### src/rtl/dcache_load_port_pkg.sv
// Shared geometry, address field layout and FSM encoding for the load-side data cache.
// Build option DCACHE_LOAD_STATS_EN (see dcache_load_port) adds hit/miss counters.
package dcache_load_port_pkg;

    localparam int ADDR_WIDTH                    = 32;
    localparam int DATA_W                        = 32;
    localparam int NUMBER_OF_BLOCKS_IN_CACHE_LOG = 2;
    localparam int NUMBER_OF_BLOCKS_IN_CACHE     = 1 << NUMBER_OF_BLOCKS_IN_CACHE_LOG;
    localparam int BLOCK_SIZE_LOG                = 4;

    localparam int WORD_SEL_W      = BLOCK_SIZE_LOG - 2;
    localparam int WORDS_PER_BLOCK = 1 << WORD_SEL_W;
    localparam int INDEX_W         = NUMBER_OF_BLOCKS_IN_CACHE_LOG;
    localparam int TAG_W           = ADDR_WIDTH - INDEX_W - BLOCK_SIZE_LOG;

    // One extra bit so the counter can sit at WORDS_PER_BLOCK for the completion cycle
    localparam int FILL_CNT_W = WORD_SEL_W + 1;
    localparam logic [FILL_CNT_W-1:0] FILL_CNT_DONE = FILL_CNT_W'(WORDS_PER_BLOCK);

    typedef logic [ADDR_WIDTH-1:0] addr_t;
    typedef logic [DATA_W-1:0]     word_t;
    typedef logic [TAG_W-1:0]      tag_t;
    typedef logic [INDEX_W-1:0]    index_t;
    typedef logic [WORD_SEL_W-1:0] word_sel_t;

    typedef struct packed {
        tag_t      tag;
        index_t    index;
        word_sel_t word;
        logic [1:0] byte_off;
    } addr_fields_t;

    typedef enum logic [1:0] {
        ST_IDLE    = 2'd0,
        ST_LOOKUP  = 2'd1,
        ST_REFILL  = 2'd2,
        ST_RESPOND = 2'd3
    } state_t;

    function automatic addr_fields_t split_addr(input addr_t a);
        return addr_fields_t'(a);
    endfunction

endpackage

### src/rtl/dcache_line_array.sv
// Purpose: valid/tag/data storage for the direct-mapped load cache, with refill and snoop write ports.
// Latency: read port combinational (snoop data forwarded same cycle); writes land on the next edge.
// Backpressure: none; snoop always wins over refill data for the same word.
module dcache_line_array
    import dcache_load_port_pkg::*;
(
    input  logic      clk,
    input  logic      reset,
    input  index_t    rd_index,
    input  word_sel_t rd_word,
    output logic      rd_valid,
    output tag_t      rd_tag,
    output word_t     rd_data,
    input  logic      alloc_en,
    input  index_t    alloc_index,
    input  tag_t      alloc_tag,
    input  logic      fill_active,
    input  index_t    fill_index,
    input  logic      fill_we,
    input  word_sel_t fill_word,
    input  word_t     fill_data,
    input  logic      fill_done,
    input  logic      snoop_en,
    input  tag_t      snoop_tag,
    input  index_t    snoop_index,
    input  word_sel_t snoop_word,
    input  word_t     snoop_data
);

    logic [NUMBER_OF_BLOCKS_IN_CACHE-1:0] valid_q;
    logic [WORDS_PER_BLOCK-1:0]           snoop_mask_q;
    tag_t                                 tag_q  [NUMBER_OF_BLOCKS_IN_CACHE];
    word_t                                data_q [NUMBER_OF_BLOCKS_IN_CACHE][WORDS_PER_BLOCK];

    logic snoop_tag_hit;
    logic snoop_resident;
    logic snoop_refill;
    logic snoop_we;
    logic fill_keep;

    always_comb begin
        snoop_tag_hit  = (tag_q[snoop_index] == snoop_tag);
        snoop_resident = snoop_en && valid_q[snoop_index] && snoop_tag_hit;
        // Line under refill already carries its new tag but is not yet valid
        snoop_refill   = snoop_en && fill_active && (snoop_index == fill_index) && snoop_tag_hit;
        snoop_we       = snoop_resident || snoop_refill;
        fill_keep      = fill_we && !snoop_mask_q[fill_word]
                         && !(snoop_refill && (snoop_word == fill_word));
    end

    always_comb begin
        rd_valid = valid_q[rd_index];
        rd_tag   = tag_q[rd_index];
        rd_data  = data_q[rd_index][rd_word];
        if (snoop_we && (snoop_index == rd_index) && (snoop_word == rd_word)) begin
            rd_data = snoop_data;
        end
    end

    always_ff @(posedge clk or negedge reset) begin
        if (!reset) begin
            valid_q      <= '0;
            snoop_mask_q <= '0;
        end else if (alloc_en) begin
            valid_q[alloc_index] <= 1'b0;
            snoop_mask_q         <= '0;
        end else begin
            if (snoop_refill) begin
                snoop_mask_q[snoop_word] <= 1'b1;
            end
            if (fill_done) begin
                valid_q[fill_index] <= 1'b1;
            end
        end
    end

    always_ff @(posedge clk) begin
        if (alloc_en) begin
            tag_q[alloc_index] <= alloc_tag;
        end
        if (snoop_we) begin
            data_q[snoop_index][snoop_word] <= snoop_data;
        end
        if (fill_keep) begin
            data_q[fill_index][fill_word] <= fill_data;
        end
    end

endmodule

### src/rtl/dcache_load_port.sv
// Purpose: load port of the data cache (lookup, word-serial refill, store snoop); DCACHE_LOAD_STATS_EN adds counters.
// Latency: hit -> readSuccess 2 cycles after the request edge; miss -> 2 cycles after the final mem_ack.
// Backpressure: one load in flight; readReady only in IDLE, requests elsewhere are dropped.
module dcache_load_port
    import dcache_load_port_pkg::*;
(
    input  logic                                 clk,
    input  logic                                 reset,
    input  logic                                 readRequest,
    input  logic [ADDR_WIDTH-1:0]                readPtr,
    output logic                                 readReady,
    output logic [DATA_W-1:0]                    readValue,
    output logic                                 readSuccess,
    output logic [NUMBER_OF_BLOCKS_IN_CACHE-1:0] busy,
    output logic                                 mem_req,
    output logic [ADDR_WIDTH-1:0]                mem_addr,
    input  logic                                 mem_ack,
    input  logic [DATA_W-1:0]                    mem_data,
    input  logic                                 write_en,
    input  logic [ADDR_WIDTH-1:0]                write_addr,
    input  logic [DATA_W-1:0]                    write_data
`ifdef DCACHE_LOAD_STATS_EN
    ,
    output logic [31:0]                          hitCount,
    output logic [31:0]                          missCount
`endif
);

    state_t                state_q, state_d;
    tag_t                  req_tag_q;
    index_t                req_index_q;
    word_sel_t             req_word_q;
    logic [FILL_CNT_W-1:0] fill_cnt_q, fill_cnt_d;

    addr_fields_t rd_f;
    addr_fields_t wr_f;
    logic         unused_byte_bits;

    logic  capture;
    logic  lookup_hit;
    logic  alloc_en;
    logic  fill_we;
    logic  fill_done;
    logic  arr_valid;
    tag_t  arr_tag;
    word_t arr_data;

    assign rd_f             = split_addr(readPtr);
    assign wr_f             = split_addr(write_addr);
    assign unused_byte_bits = ^{rd_f.byte_off, wr_f.byte_off};
    assign lookup_hit       = arr_valid && (arr_tag == req_tag_q);

    dcache_line_array u_lines (
        .clk         (clk),
        .reset       (reset),
        .rd_index    (req_index_q),
        .rd_word     (req_word_q),
        .rd_valid    (arr_valid),
        .rd_tag      (arr_tag),
        .rd_data     (arr_data),
        .alloc_en    (alloc_en),
        .alloc_index (req_index_q),
        .alloc_tag   (req_tag_q),
        .fill_active (state_q == ST_REFILL),
        .fill_index  (req_index_q),
        .fill_we     (fill_we),
        .fill_word   (fill_cnt_q[WORD_SEL_W-1:0]),
        .fill_data   (mem_data),
        .fill_done   (fill_done),
        .snoop_en    (write_en),
        .snoop_tag   (wr_f.tag),
        .snoop_index (wr_f.index),
        .snoop_word  (wr_f.word),
        .snoop_data  (write_data)
    );

    always_comb begin
        state_d     = state_q;
        fill_cnt_d  = fill_cnt_q;
        capture     = 1'b0;
        readReady   = 1'b0;
        readSuccess = 1'b0;
        readValue   = '0;
        mem_req     = 1'b0;
        mem_addr    = '0;
        busy        = '0;
        alloc_en    = 1'b0;
        fill_we     = 1'b0;
        fill_done   = 1'b0;
        unique case (state_q)
            ST_IDLE: begin
                readReady = reset;
                if (readRequest) begin
                    capture = 1'b1;
                    state_d = ST_LOOKUP;
                end
            end
            ST_LOOKUP: begin
                if (lookup_hit) begin
                    state_d = ST_RESPOND;
                end else begin
                    alloc_en   = 1'b1;
                    fill_cnt_d = '0;
                    state_d    = ST_REFILL;
                end
            end
            ST_REFILL: begin
                busy[req_index_q] = 1'b1;
                // After the last word the request drops for one cycle while the line is marked valid
                if (fill_cnt_q != FILL_CNT_DONE) begin
                    mem_req  = 1'b1;
                    mem_addr = {req_tag_q, req_index_q, fill_cnt_q[WORD_SEL_W-1:0], 2'b00};
                    if (mem_ack) begin
                        fill_we    = 1'b1;
                        fill_cnt_d = fill_cnt_q + FILL_CNT_W'(1);
                    end
                end else begin
                    fill_done = 1'b1;
                    state_d   = ST_RESPOND;
                end
            end
            ST_RESPOND: begin
                readSuccess = 1'b1;
                readValue   = arr_data;
                state_d     = ST_IDLE;
            end
            default: state_d = ST_IDLE;
        endcase
    end

    always_ff @(posedge clk or negedge reset) begin
        if (!reset) begin
            state_q     <= ST_IDLE;
            fill_cnt_q  <= '0;
            req_tag_q   <= '0;
            req_index_q <= '0;
            req_word_q  <= '0;
        end else begin
            state_q    <= state_d;
            fill_cnt_q <= fill_cnt_d;
            if (capture) begin
                req_tag_q   <= rd_f.tag;
                req_index_q <= rd_f.index;
                req_word_q  <= rd_f.word;
            end
        end
    end

`ifdef DCACHE_LOAD_STATS_EN
    always_ff @(posedge clk or negedge reset) begin
        if (!reset) begin
            hitCount  <= '0;
            missCount <= '0;
        end else if (state_q == ST_LOOKUP) begin
            if (lookup_hit) begin
                hitCount <= hitCount + 32'd1;
            end else begin
                missCount <= missCount + 32'd1;
            end
        end
    end
`endif

endmodule

### config.mk
export PLATFORM = sky130hd
export DESIGN_NAME = dcache_load_port
export DESIGN_NICKNAME = d
export VERILOG_FILES = /design/src/rtl/dcache_load_port_pkg.sv /design/src/rtl/dcache_line_array.sv /design/src/rtl/dcache_load_port.sv
export SDC_FILE = /design/constraint.sdc
export NUM_CORES = 1
export LEC_CHECK = 0
export CORE_AREA = 3 3 199 395
export CTS_CLUSTER_DIAMETER = 120
export DETAILED_ROUTE_END_ITERATION = 8
export DIE_AREA = 0 0 202 398
export GPL_TIMING_DRIVEN = 1
export PLACE_DENSITY_LB_ADDON = 0.2
export SYNTH_ARGS = -nofsm -noshare
export SYNTH_HDL_FRONTEND = slang
export SYNTH_SLANG_ARGS = --single-unit
### constraint.sdc
create_clock -name clk -period 5.9 [get_ports clk]
set_clock_uncertainty 0.1 [all_clocks]
set_input_delay 0.885 -clock clk [delete_from_list [all_inputs] [get_ports clk]]
set_output_delay 0.885 -clock clk [all_outputs]
set_load 0.02 [all_outputs]
Fig. 1: M1 wires
Cells faint in the background.
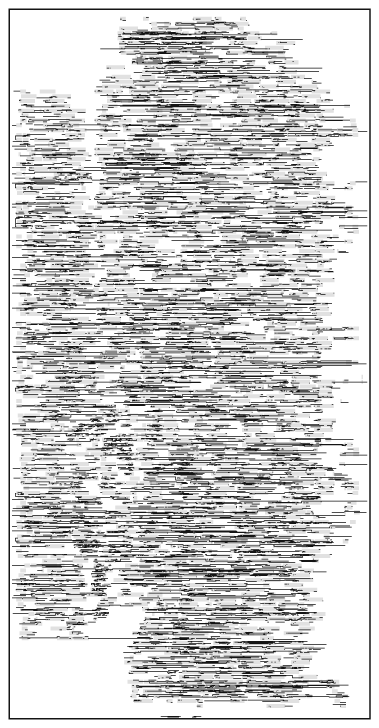
main direction = horizontal
share of all routed wire = 37%
longest straight run = 91.1 um
wire length on this layer = 36.3 mm

Fig. 2: met2 routing
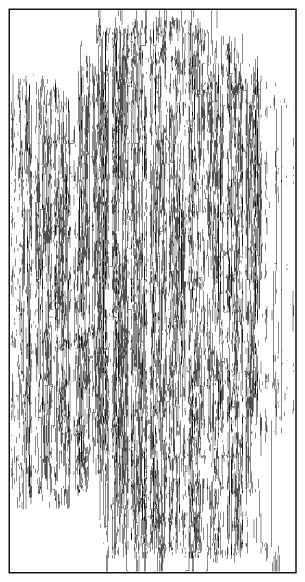
main direction = vertical
longest straight run = 223 um
nets with wire on the layer = 2094
wire length on this layer = 53.3 mm
share of all routed wire = 54%

==> deck_impl_summary.md <==
Synthesis and Place & Route Summary

Run status
  – Run status: finished clean

CTS
  – CTS Hold Buffers Added: 0
  – H-tree levels: 2
  – Post-CTS setup buffer count: 0
  – CTS tree: yes
  – Root Driver: clkbuf_16
  – CTS sink cnt: 659
  – Reg clk slew, reported paths: 0.07 ns
  – Post-CTS sizing: 0
  – Num CTS Buffers: 57
  – Clk_lat worst skew: 0.63 ns

Synth
  – XORs/XNORs by Area: 1.570%
  – Syn_area_per_cell: 17.13 um2
  – Ys cells: 1987
  – Post-synthesis mux area share: 33.11%
  – Simple share: 3.434%
  – Synth area leader: edfxtp_1
  – Post-Synthesis Cells: 1987
  – Yosys adder share: 0.3309%
  – Commonest flop: edfxtp_1
  – Post-synth top cells: edfxtp_1, mux2_2, mux4_2
  – Synthesized registers: 659
  – Synth area leaders: edfxtp_1, mux2_2, mux4_2
  – Distinct lib cells: 47
  – Aoi share: 0.7389%
  – EDFF count, synth: 616
  – Top non-seq family: multiplexers
  – Synth warnings: 0
  – Post-synth seq share: 57.51%
  – Synthesized area: 34030 um2
  – Yosys chip area: 34030 um2
  – Most frequent cell after synthesis: edfxtp_1
  – Synth async-reset ratio: 6.525%

Cells and area
  – Non-clk invs: 7
  – ClkCell Share: 4.482%
  – Non-clk bufs: 271
  – Most common cell after layout, fill and taps aside: edfxtp_1
  – Biggest Area Class: registers
  – N_diodes: 1
  – Layout Utilization: 51.40%
  – Final instance area: 39090 um2
  – Logic Gate Count: 1124
  – Logic share of the area: 34.90%
  – Layout area overhead: 14.84%
  – Layout clock buffer count: 65
  – Logic area: 13640 um2
  – Reg area: 19580 um2
  – Finished Layout Cells: 3181
  – Nets: 2262
  – Flip-flops: 659
  – Top cells excl fill/tap: edfxtp_1, mux2_2, mux4_2
  – Layout cells sized above 1: 43.97%
  – Fill count: 6237
  – Flop share of the area: 50.10%
  – Non-clk buf share: 7.196%

Timing
  – Measured slew at the worst slew-check pin: 1.103 ns
  – Final number of setup-violating endpoints: 0
  – Count of final hold-check violations: 0
  – Hold slack: 0.1110 ns
  – Peak Freq: 0.1802 GHz
  – PnR worst setup slack: 0.3521 ns
  – RSZ-0062 raised after global routing: false
  – Worst relative slew slack: 26.31%
  – Setup TNS: 0 ns
  – Slew Viols, Final: 0

Floorplan
  – Die H: 398 um
  – Chip width: 202 um
  – # IOs: 204
  – Die footprint: 80400 um2
  – TAP cells: 1015
  – Fp_density: 44.76%
  – Row Count: 143
  – Core Area: 76040 um2

Job
  – Max Cap Violations: 0

Critical path
  – Worst path cell trace: buf_2 > buf_12 > mux4_2 > xnor2_1 > nand4_1 > nor2_1 > nand4_1 > or3_2 > buf_4 > mux2i_1 > clkdlybuf4s50_1
  – Slowest cell on crit path: clkdlybuf4s50_1
  – CP Data Required Time: 4.91 ns
  – CP Buf/Inv Count: 4
  – Kind of cell adding the most delay to the critical path: buffers and inverters
  – WS Path Type: in -> out
  – Crit path to: readValue[31]
  – Crit Reg-Reg Endpoint: u_lines.data_q[3][58]
  – Crit start category: primary input
  – Crit. Startpoint: write_addr[4]
  – Most used cell, CP: nand4_1
  – Reg2Reg Setup Slack: 1.20 ns
  – Levels on crit path: 11
  – R2R depth: 9
  – CP peak stage delay: 0.64 ns
  – CP max FO: 19
  – Critical path endpoint category: primary output
  – Worst r2r src: state_q[0]

Placed design
  – DP Worst Slack: 0.2990 ns
  – Dpl cell area: 37330 um2
  – IO buf count: 197
  – Placed cell count: 3076
  – GPL Wtd Cong: 0.8173

Drt
  – DR pass1 iterations: 7
  – Initial detailed-routing violation count: 1437
  – DR vias/cell: 6.037
  – # DRC: 0
  – Antenna Nets Post-Route: 0

GRT
  – First-pass GRT wire length: 142600 um
  – Met1 Use GR: 28.75%
  – Global route total overflow: 0
  – Pin count of the biggest net entering global routing: 66
  – Antenna violations before repair: 2
  – Number of global-route vias before repair: 21000

Power
  – PwrDens: 380.8 nW/um2
  – Peak supply drop: 0.0003209 V
  – Pwr Total: 14880 uW
  – Leakage: 0.01289 uW
Fig. 3: met4 routing
Cells faint in the background.
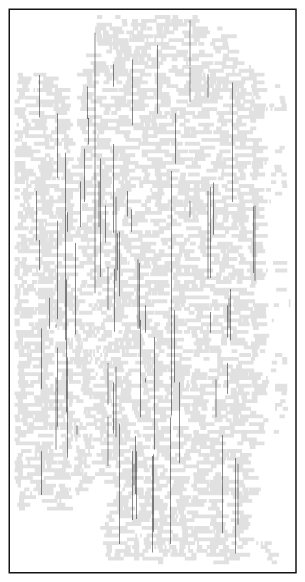
nets with wire on the layer = 45
wire length on this layer = 3570 um
main direction = vertical
longest straight run = 184 um
DRT Wirelength: 98070 um
via count: 19200

Fig. 4: routing congestion
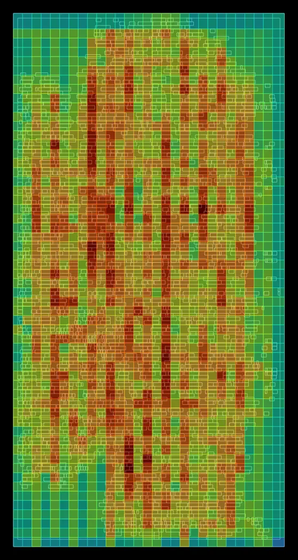
GRT Total Usage: 24.29%
gr busiest metal: met2
routed len/inst: 30.83 um
GRT met2 Usage: 45.50%

-- flip-flops by register name, indices dropped and copies added, names as in the netlist, named ones only --
| name | cells |
|---|---|
| req_word_q | 2 |
| req_index_q | 2 |
| u_lines.tag_q | 104 |
| u_lines.data_q | 512 |
| state_q | 2 |
| req_tag_q | 26 |
| fill_cnt_q | 3 |
| u_lines.snoop_mask_q | 4 |
-- where the power goes --
group	internal [uW]	total (uW)	switching [uW]
Combinational	2540	5170	2630
Sequential	5650	6040	389
Clock	1920	3680	1760
-- routing by layer --
layer,routed length (um),vias to the layer above
met5,9,-
li1,-,8174
met1,36320,10200
met4,3565,2
met3,4877,175
met2,53300,657
No activity file was given, so power comes from the tool's default toggle rates.
